**src/rtl/song_rom_sequencer_if.sv**
```systemverilog
// ROM read port of the song sequencer: the sequencer is the only master,
// the ROM answers rom_rdata one cycle after a cycle with rom_en high.
interface song_rom_sequencer_if #(
  parameter int ADDR_W = 8
);
  logic              rom_en;
  logic [ADDR_W-1:0] rom_addr;
  logic [13:0]       rom_rdata;

  modport master (output rom_en, output rom_addr, input rom_rdata);
  modport slave  (input rom_en, input rom_addr, output rom_rdata);
endinterface

```
**src/rtl/song_rom_sequencer.sv**
```systemverilog
// Song ROM sequencer for PLAY (duration timer) and LEARN (one note per keypress).
// Optional SONG_LOOP_EN: the end of a song restarts it from its base instead of finishing.
module song_rom_sequencer #(
  parameter int ADDR_W   = 8,
  parameter int SONG_LEN = 64,
  parameter int TICK_DIV = 25_000_000
) (
  input  logic                  clk,
  input  logic                  rst_n,
  input  logic [1:0]            mode_i,
  input  logic                  start_i,
  input  logic [1:0]            song_sel_i,
  input  logic                  learn_adv_i,
  song_rom_sequencer_if.master  rom,
  output logic [9:0]            note_out_o,
  output logic                  note_valid_o,
  output logic                  busy_o,
  output logic                  song_done_o,
  output logic [2:0]            state_o
);
  localparam logic [2:0] IDLE       = 3'd0;
  localparam logic [2:0] FETCH      = 3'd1;
  localparam logic [2:0] LOAD       = 3'd2;
  localparam logic [2:0] PLAY_HOLD  = 3'd3;
  localparam logic [2:0] LEARN_HOLD = 3'd4;
  localparam logic [2:0] FINISH     = 3'd5;

  localparam logic [1:0] MODE_PLAY  = 2'b01;
  localparam logic [1:0] MODE_LEARN = 2'b10;

  logic [2:0]        state_q, state_d;
  logic [ADDR_W-1:0] base_q, base_d;
  logic [ADDR_W-1:0] idx_q, idx_d;
  logic [1:0]        mode_q, mode_d;
  logic [31:0]       cnt_q, cnt_d;
  logic              adv_q;
  logic [9:0]        note_q, note_d;
  logic              valid_q, valid_d;
  logic              done_q, done_d;
  logic              rom_en_q, rom_en_d;
  logic [ADDR_W-1:0] rom_addr_q, rom_addr_d;

  logic        adv_edge;
  logic        last_idx;
  logic        adv_req;
  logic        end_req;
  logic [3:0]  dur_units;
  logic [31:0] hold_len;

  assign adv_edge  = learn_adv_i & ~adv_q;
  assign last_idx  = (idx_q == ADDR_W'(SONG_LEN - 1));
  // A zero duration is played as one unit so a bad word never stalls playback.
  assign dur_units = (rom.rom_rdata[13:10] == 4'd0) ? 4'd1 : rom.rom_rdata[13:10];
  assign hold_len  = 32'(dur_units) * 32'(TICK_DIV) - 32'd1;

  always_comb begin
    state_d    = state_q;
    base_d     = base_q;
    idx_d      = idx_q;
    mode_d     = mode_q;
    cnt_d      = cnt_q;
    note_d     = note_q;
    valid_d    = valid_q;
    done_d     = 1'b0;
    adv_req    = 1'b0;
    end_req    = 1'b0;

    case (state_q)
      IDLE: begin
        if (start_i && (mode_i == MODE_PLAY || mode_i == MODE_LEARN)) begin
          base_d  = ADDR_W'(32'(song_sel_i) * 32'(SONG_LEN));
          idx_d   = '0;
          mode_d  = mode_i;
          state_d = FETCH;
        end
      end
      FETCH: state_d = LOAD;
      LOAD: begin
        if (rom.rom_rdata[9:2] == 8'd0) begin
          end_req = 1'b1;
        end else begin
          note_d  = rom.rom_rdata[9:0];
          valid_d = 1'b1;
          cnt_d   = hold_len;
          state_d = (mode_q == MODE_PLAY) ? PLAY_HOLD : LEARN_HOLD;
        end
      end
      PLAY_HOLD: begin
        if (cnt_q == 32'd0) adv_req = 1'b1;
        else                cnt_d   = cnt_q - 32'd1;
      end
      LEARN_HOLD: adv_req = adv_edge;
      FINISH:     state_d = IDLE;
      default:    state_d = IDLE;
    endcase

    if (adv_req) begin
      valid_d = 1'b0;
      if (last_idx) begin
        end_req = 1'b1;
      end else begin
        idx_d   = idx_q + ADDR_W'(1);
        state_d = FETCH;
      end
    end

    if (end_req) begin
      valid_d = 1'b0;
      note_d  = '0;
      done_d  = 1'b1;
`ifdef SONG_LOOP_EN
      idx_d   = '0;
      state_d = FETCH;
`else
      state_d = FINISH;
`endif
    end

    // Leaving the mode the song was started in abandons it silently.
    if (state_q != IDLE && mode_i != mode_q) begin
      state_d = IDLE;
      valid_d = 1'b0;
      note_d  = '0;
      done_d  = 1'b0;
    end

    rom_en_d   = (state_d == FETCH);
    rom_addr_d = (state_d == FETCH) ? (base_d + idx_d) : rom_addr_q;
  end

  always_ff @(posedge clk) begin
    if (!rst_n) begin
      state_q    <= IDLE;
      base_q     <= '0;
      idx_q      <= '0;
      mode_q     <= '0;
      cnt_q      <= '0;
      adv_q      <= 1'b0;
      note_q     <= '0;
      valid_q    <= 1'b0;
      done_q     <= 1'b0;
      rom_en_q   <= 1'b0;
      rom_addr_q <= '0;
    end else begin
      state_q    <= state_d;
      base_q     <= base_d;
      idx_q      <= idx_d;
      mode_q     <= mode_d;
      cnt_q      <= cnt_d;
      adv_q      <= learn_adv_i;
      note_q     <= note_d;
      valid_q    <= valid_d;
      done_q     <= done_d;
      rom_en_q   <= rom_en_d;
      rom_addr_q <= rom_addr_d;
    end
  end

  assign rom.rom_en   = rom_en_q;
  assign rom.rom_addr = rom_addr_q;
  assign note_out_o   = note_q;
  assign note_valid_o = valid_q;
  assign busy_o       = (state_q != IDLE);
  assign song_done_o  = done_q;
  assign state_o      = state_q;
endmodule

```
**src/flat_wrapper.sv**
```systemverilog
// flat-port wrapper written by rule: the top's interface ports become plain ports
module song_rom_sequencer_flat 
#(
  parameter int ADDR_W   = 8,
  parameter int SONG_LEN = 64,
  parameter int TICK_DIV = 25_000_000
)
  (clk, rst_n, mode_i, start_i, song_sel_i, learn_adv_i, note_out_o, note_valid_o, busy_o, song_done_o, state_o, rom_rom_en, rom_rom_addr, rom_rom_rdata);
  song_rom_sequencer_if #(.ADDR_W(ADDR_W)) rom_i ();
  input  logic clk;
  input  logic rst_n;
  input  logic [1:0] mode_i;
  input  logic start_i;
  input  logic [1:0] song_sel_i;
  input  logic learn_adv_i;
  output logic [9:0] note_out_o;
  output logic note_valid_o;
  output logic busy_o;
  output logic song_done_o;
  output logic [2:0] state_o;
  output wire logic [$bits(rom_i.rom_en)-1:0] rom_rom_en;
  output wire logic [$bits(rom_i.rom_addr)-1:0] rom_rom_addr;
  input wire logic [$bits(rom_i.rom_rdata)-1:0] rom_rom_rdata;
  assign rom_rom_en = rom_i.rom_en;
  assign rom_rom_addr = rom_i.rom_addr;
  assign rom_i.rom_rdata = rom_rom_rdata;
  song_rom_sequencer #(.ADDR_W(ADDR_W), .SONG_LEN(SONG_LEN), .TICK_DIV(TICK_DIV)) u_core (.clk(clk), .rst_n(rst_n), .mode_i(mode_i), .start_i(start_i), .song_sel_i(song_sel_i), .learn_adv_i(learn_adv_i), .rom(rom_i), .note_out_o(note_out_o), .note_valid_o(note_valid_o), .busy_o(busy_o), .song_done_o(song_done_o), .state_o(state_o));
endmodule
```
**config.mk**
```make
export PLATFORM = sky130hd
export DESIGN_NAME = song_rom_sequencer_flat
export DESIGN_NICKNAME = d
export VERILOG_FILES = /design/src/rtl/song_rom_sequencer_if.sv /design/src/rtl/song_rom_sequencer.sv /design/src/flat_wrapper.sv
export SDC_FILE = /design/constraint.sdc
export NUM_CORES = 1
export LEC_CHECK = 0
export CORE_MARGIN = 2
export CORE_UTILIZATION = 59
export CTS_BUF_LIST = sky130_fd_sc_hd__clkbuf_16
export DETAILED_ROUTE_END_ITERATION = 10
export PLACE_DENSITY = 0.8
export SLEW_MARGIN = 25
export SYNTH_ARGS = -nofsm -noshare
export SYNTH_HDL_FRONTEND = slang
export SYNTH_SLANG_ARGS = --single-unit
```
**constraint.sdc**
```tcl
create_clock -name clk -period 7.19 [get_ports clk]
set_clock_uncertainty 0.05 [all_clocks]
set_input_delay 1.7975 -clock clk [delete_from_list [all_inputs] [get_ports clk]]
set_output_delay 1.7975 -clock clk [all_outputs]
set_load 0.03 [all_outputs]
```
Figure 1. Gate families picked out.
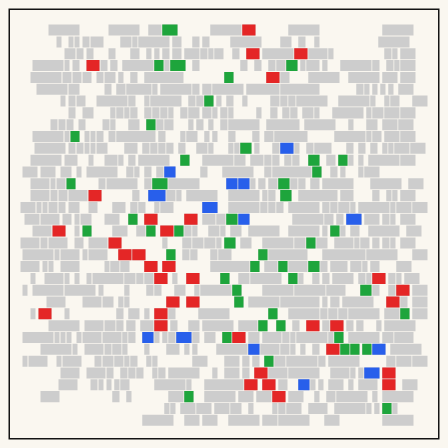
legend:
  green:
    family: and/or cells
    cells: 47
    most_used: and2_1
  red:
    family: xor and xnor cells
    cells: 35
    most_used: xnor2_1
    where: spread over the die
  blue:
    family: non-inverting ao/oa cells
    cells: 14
    most_used: o21a_1

Figure 2. Routed metal, one color a layer.
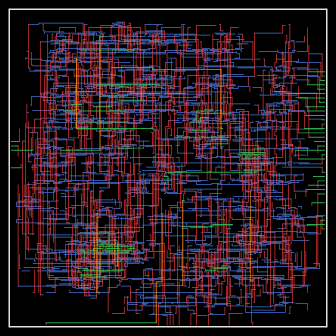
legend:
  orange:
    layer: metal 4
    wire_length: 241 um
  red:
    layer: metal 2
    wire_length: 6480 um
  green:
    layer: metal 3
    wire_length: 733 um
  blue:
    layer: metal 1
    wire_length: 5700 um

Figure 3. Routing congestion map.
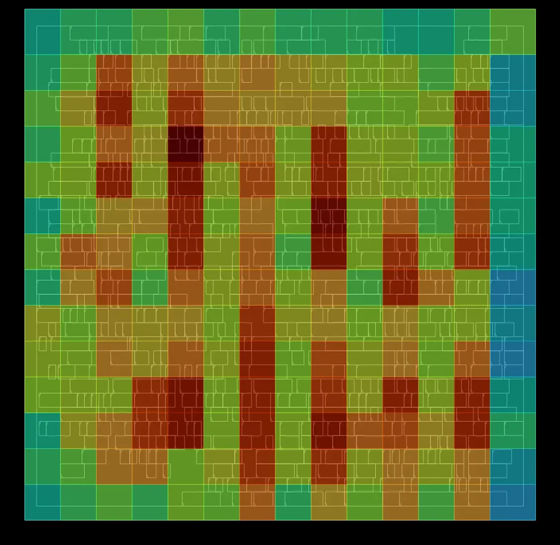
Util after Layout: 0.691
GRT met1 Usage: 0.350
met3 Use GR: 0.0447
GRT Max-Usage Layer: met2
GRT Util Overall: 0.274

==> results_dict.tcl <==
# place-and-route summary
set metrics [dict create \
    first_iter_violations 303 \
    post-route-period-util 0.904 \
    layout-drive-gt1-share 0.0578 \
    grt_pass1_vias 4757 \
    cts_resized 0 \
    warnings 32 \
    diodes 0 \
    wl_um 13200 \
    crit_path_end_kind "flip-flop" \
    vias_per_cell 6.24 \
    critPathArrivalTime_ps 6730 \
    worst_pin_slew_ps 1020 \
    fin_nets 753 \
    grt_overflow_total 0 \
    post_cts_buffers 0 \
    cpMostUsedCell "inv_1" \
    edf_count 0 \
    gp_congestion 0.901 \
    first_pass_iters 5 \
    cp.required_ps 7420 \
    yosysWarnings 0 \
    rsz0062_at_grt "no" \
    dieArea_sq_mm 0.00970 \
    route.met3.wl_um 732 \
    core_sq_mm 0.00868 \
    wl_met2_um 6480 \
    flop_area_sq_mm 0.00150 \
    clock_sinks 75 \
    path_delay_family "AND-OR/OR-AND gates" \
    final-instance-count-excl-fill 800 \
    antenna_left 0 \
    fmax_mhz 154 \
    synthArstFlopShare 0 \
    crit_chain "clkdlybuf4s50_1, inv_1, ha_1, nand2b_1, o21ai_0, inv_1, ha_1, inv_1, fa_1, inv_1, ha_1, a211oi_1, o21ai_1, a31oi_1, xor2_1, and4b_1, o21ai_0, nor4_1, o21a_1" \
    route.detailed.drc 0 \
    grt_pass1_wl_um 22200 \
    yosys.stat.seqShare 0.285 \
    max_cap_viol_count 0 \
    io_buffers 46 \
    setup_ws_ps 688 \
    ir_drop_mv 0.117 \
    max_stage_delay_ps 500 \
    whs_ps 401 \
    postPlaceCellArea_sq_mm 0.00573 \
    slew-limit-headroom 0.317 \
    timing_hold_violations_final 0 \
    power.density_mw_per_mm2 237 \
    grt_use_met2 0.472 \
    leakage_uw 0.00240 \
    dpl.hpwl_um 9730 \
    cts_buffers 9 \
    fp_util 0.607 \
    clockBufferDepth 2 \
    setup_tns_ps 0 \
    mappedNetlistArea_sq_mm 0.00527 \
    yosys-stat-area_sq_mm 0.00527 \
    min_period_ps 6500 \
    ff_type "dfxtp_1" \
    hp-class "flip-flop to flip-flop" \
    ys_types 69 \
    num_vias 4988 \
    path_buffers 5 \
    antenna_found_initial 0 \
    outcome "finished clean" \
    clk_latency_ps 330 \
    placed_cells 785 \
    pin_count 47 \
    die_w_um 98.5 \
    cts-root-buf "clkbuf_16" \
    multiInputGateArea_sq_mm 0.00348 \
    synth_flops 75 \
    fp_nets 728 \
    power_uw 1420 \
    maxSlewViolCount 0 \
    syn_avg_cell_area_sq_um 7.94 \
    holdBufCountCts 0 \
    slowest_stage "clkdlybuf4s50_1" \
    crit_type "input pin to flip-flop" \
    setup_viol 0 \
    grt_max_degree 36 \
    num_rows 34 \
    htree_levels 3 \
    final_area_sq_mm 0.00600 \
    worstPathMaxFanout 5 \
    pre_cts_slack_ps 401 \
    startpoint_type "input pin" \
    drt-met1-wl_um 5700 \
    cts_tree "yes" \
    clk_pin_slew_ps 60 \
    yosys_cells 663 \
    routedWlPerCell_um 16.4 \
    netlist_instances 663 \
    syn2layout_area_growth_pct 13.9 \
    die_h_um 98.5 \
    highest_layer "met4" \
    fill_cells 728 \
]
Figure 4. Metal 2.
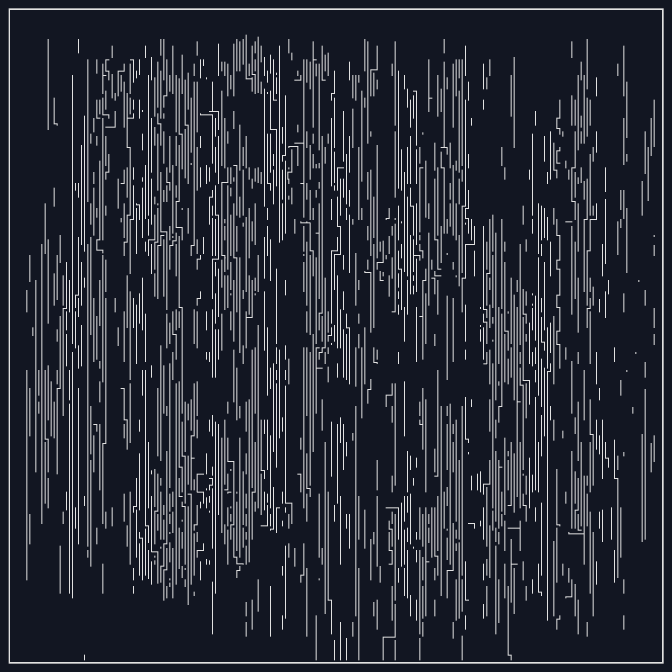
main direction: vertical
wire length on this layer: 6480 um

Figure 5. Local utilization.
10 x 10 tiles, from white (low) to dark blue (high), 0 to 100% covered.
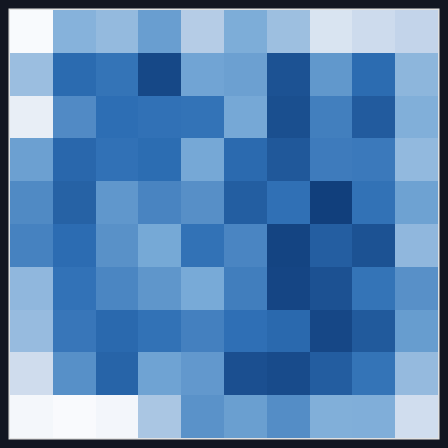
fullest tile: 94%
mean over tiles: 61%
tiles over 75% full: 28%
emptiest ninth of the die: south-west

[kinds of logic after synthesis]
| family | after synthesis | synth area share |
|---|---|---|
| xor+xnor | 35 | 0.0582 |
| buf+inv | 70 | 0.0535 |
| simple gates | 265 | 0.276 |
| compound gates | 166 | 0.195 |
| mux | 9 | 0.0171 |
| flops | 75 | 0.285 |
| fa+ha+maj | 43 | 0.115 |
[cell type report]
type | instances | area share
Timing Repair Buffer | 48 | 0.0793
Multi-Input combinational cell | 518 | 0.581
Tap cell | 108 | 0.0225
Clock inverter | 6 | 0.00709
Inverter | 36 | 0.0225
Clock buffer | 9 | 0.0375
Sequential cell | 75 | 0.250
[synth_stat cells, drive strengths merged (2+ instances only)]
master  count  area share
a211oi      8       0.013
a21boi      3      0.0043
a21o        3      0.0043
a21oi      62       0.059
a22oi       5      0.0071
a31oi       4      0.0048
a32oi       3      0.0050
and2       18       0.021
and3       12       0.014
and4b       3      0.0057
buf        11       0.011
clkbuf     23       0.016
dfxtp      75        0.29
fa          9       0.034
ha         34       0.081
inv        36       0.026
mux2i       9       0.017
nand2      65       0.048
nand2b     11       0.014
nand3      13       0.012
nand3b      6      0.0093
nand4       7       0.011
nand4b      2      0.0033
nor2       54       0.039
nor2b       6      0.0071
nor3       24       0.025
nor3b       4      0.0057
nor4       22       0.033
nor4b       2      0.0033
nor4bb      2      0.0038
o211ai      7       0.010
o21a        4      0.0057
o21ai      45       0.043
o21ba       2      0.0038
o21bai      2      0.0029
o22ai       2      0.0024
o31ai       4      0.0057
or2         3      0.0036
or3         5      0.0062
or4         5      0.0071
xnor2      20       0.033
xor2       15       0.025
[final timing paths]
kind	slack (ps)	cells past startpoint	from	to
min reg2reg	400	2	u_core.note_out_o[7]$_SDFFE_PP0P_	u_core.note_out_o[7]$_SDFFE_PP0P_
max reg2reg	2570	19	u_core.cnt_q[0]$_SDFFE_PN0P_	u_core.rom.rom_addr[7]$_SDFFE_PN0P_
max	690	19	rom_rom_rdata[13]	u_core.cnt_q[30]$_SDFFE_PN0P_
min	400	2	u_core.note_out_o[7]$_SDFFE_PP0P_	u_core.note_out_o[7]$_SDFFE_PP0P_
[worst min-delay path, stage by stage (launching register included)]
cell,delay (ps)
dfxtp_1,310
nand2_1,50
a21oi_1,50
[state kept, by name, summed over array words and instances, names as in the netlist]
signal,cells
u_core.rom.rom_addr,8
u_core.cnt_q,32
u_core.note_valid_o,1
u_core.base_q,8
u_core.song_done_o,1
u_core.adv_q,1
u_core.rom.rom_en,1
u_core.note_out_o,10
u_core.mode_q,2
u_core.idx_q,8
u_core.state_o,3
[where the power goes]
group / switching (uW) / internal (uW)
combinational: 351 / 208
clock: 177 / 232
sequential: 20.3 / 435
[cell usage in the layout (no fill, tap or decap), drive strengths merged, types with 6 or more instances in the layout]
cell type	instances
dfxtp	75
nand2	65
a21oi	62
nor2	54
clkdlybuf4s50	46
o21ai	45
inv	37
ha	34
nor3	24
nor4	22
xnor2	20
and2	18
xor2	15
nand3	13
and3	12
nand2b	11
mux2i	9
fa	9
clkbuf	9
a211oi	8
o211ai	7
nand4	7
nor2b	6
nand3b	6
Power is estimated from default activity; no workload was simulated.
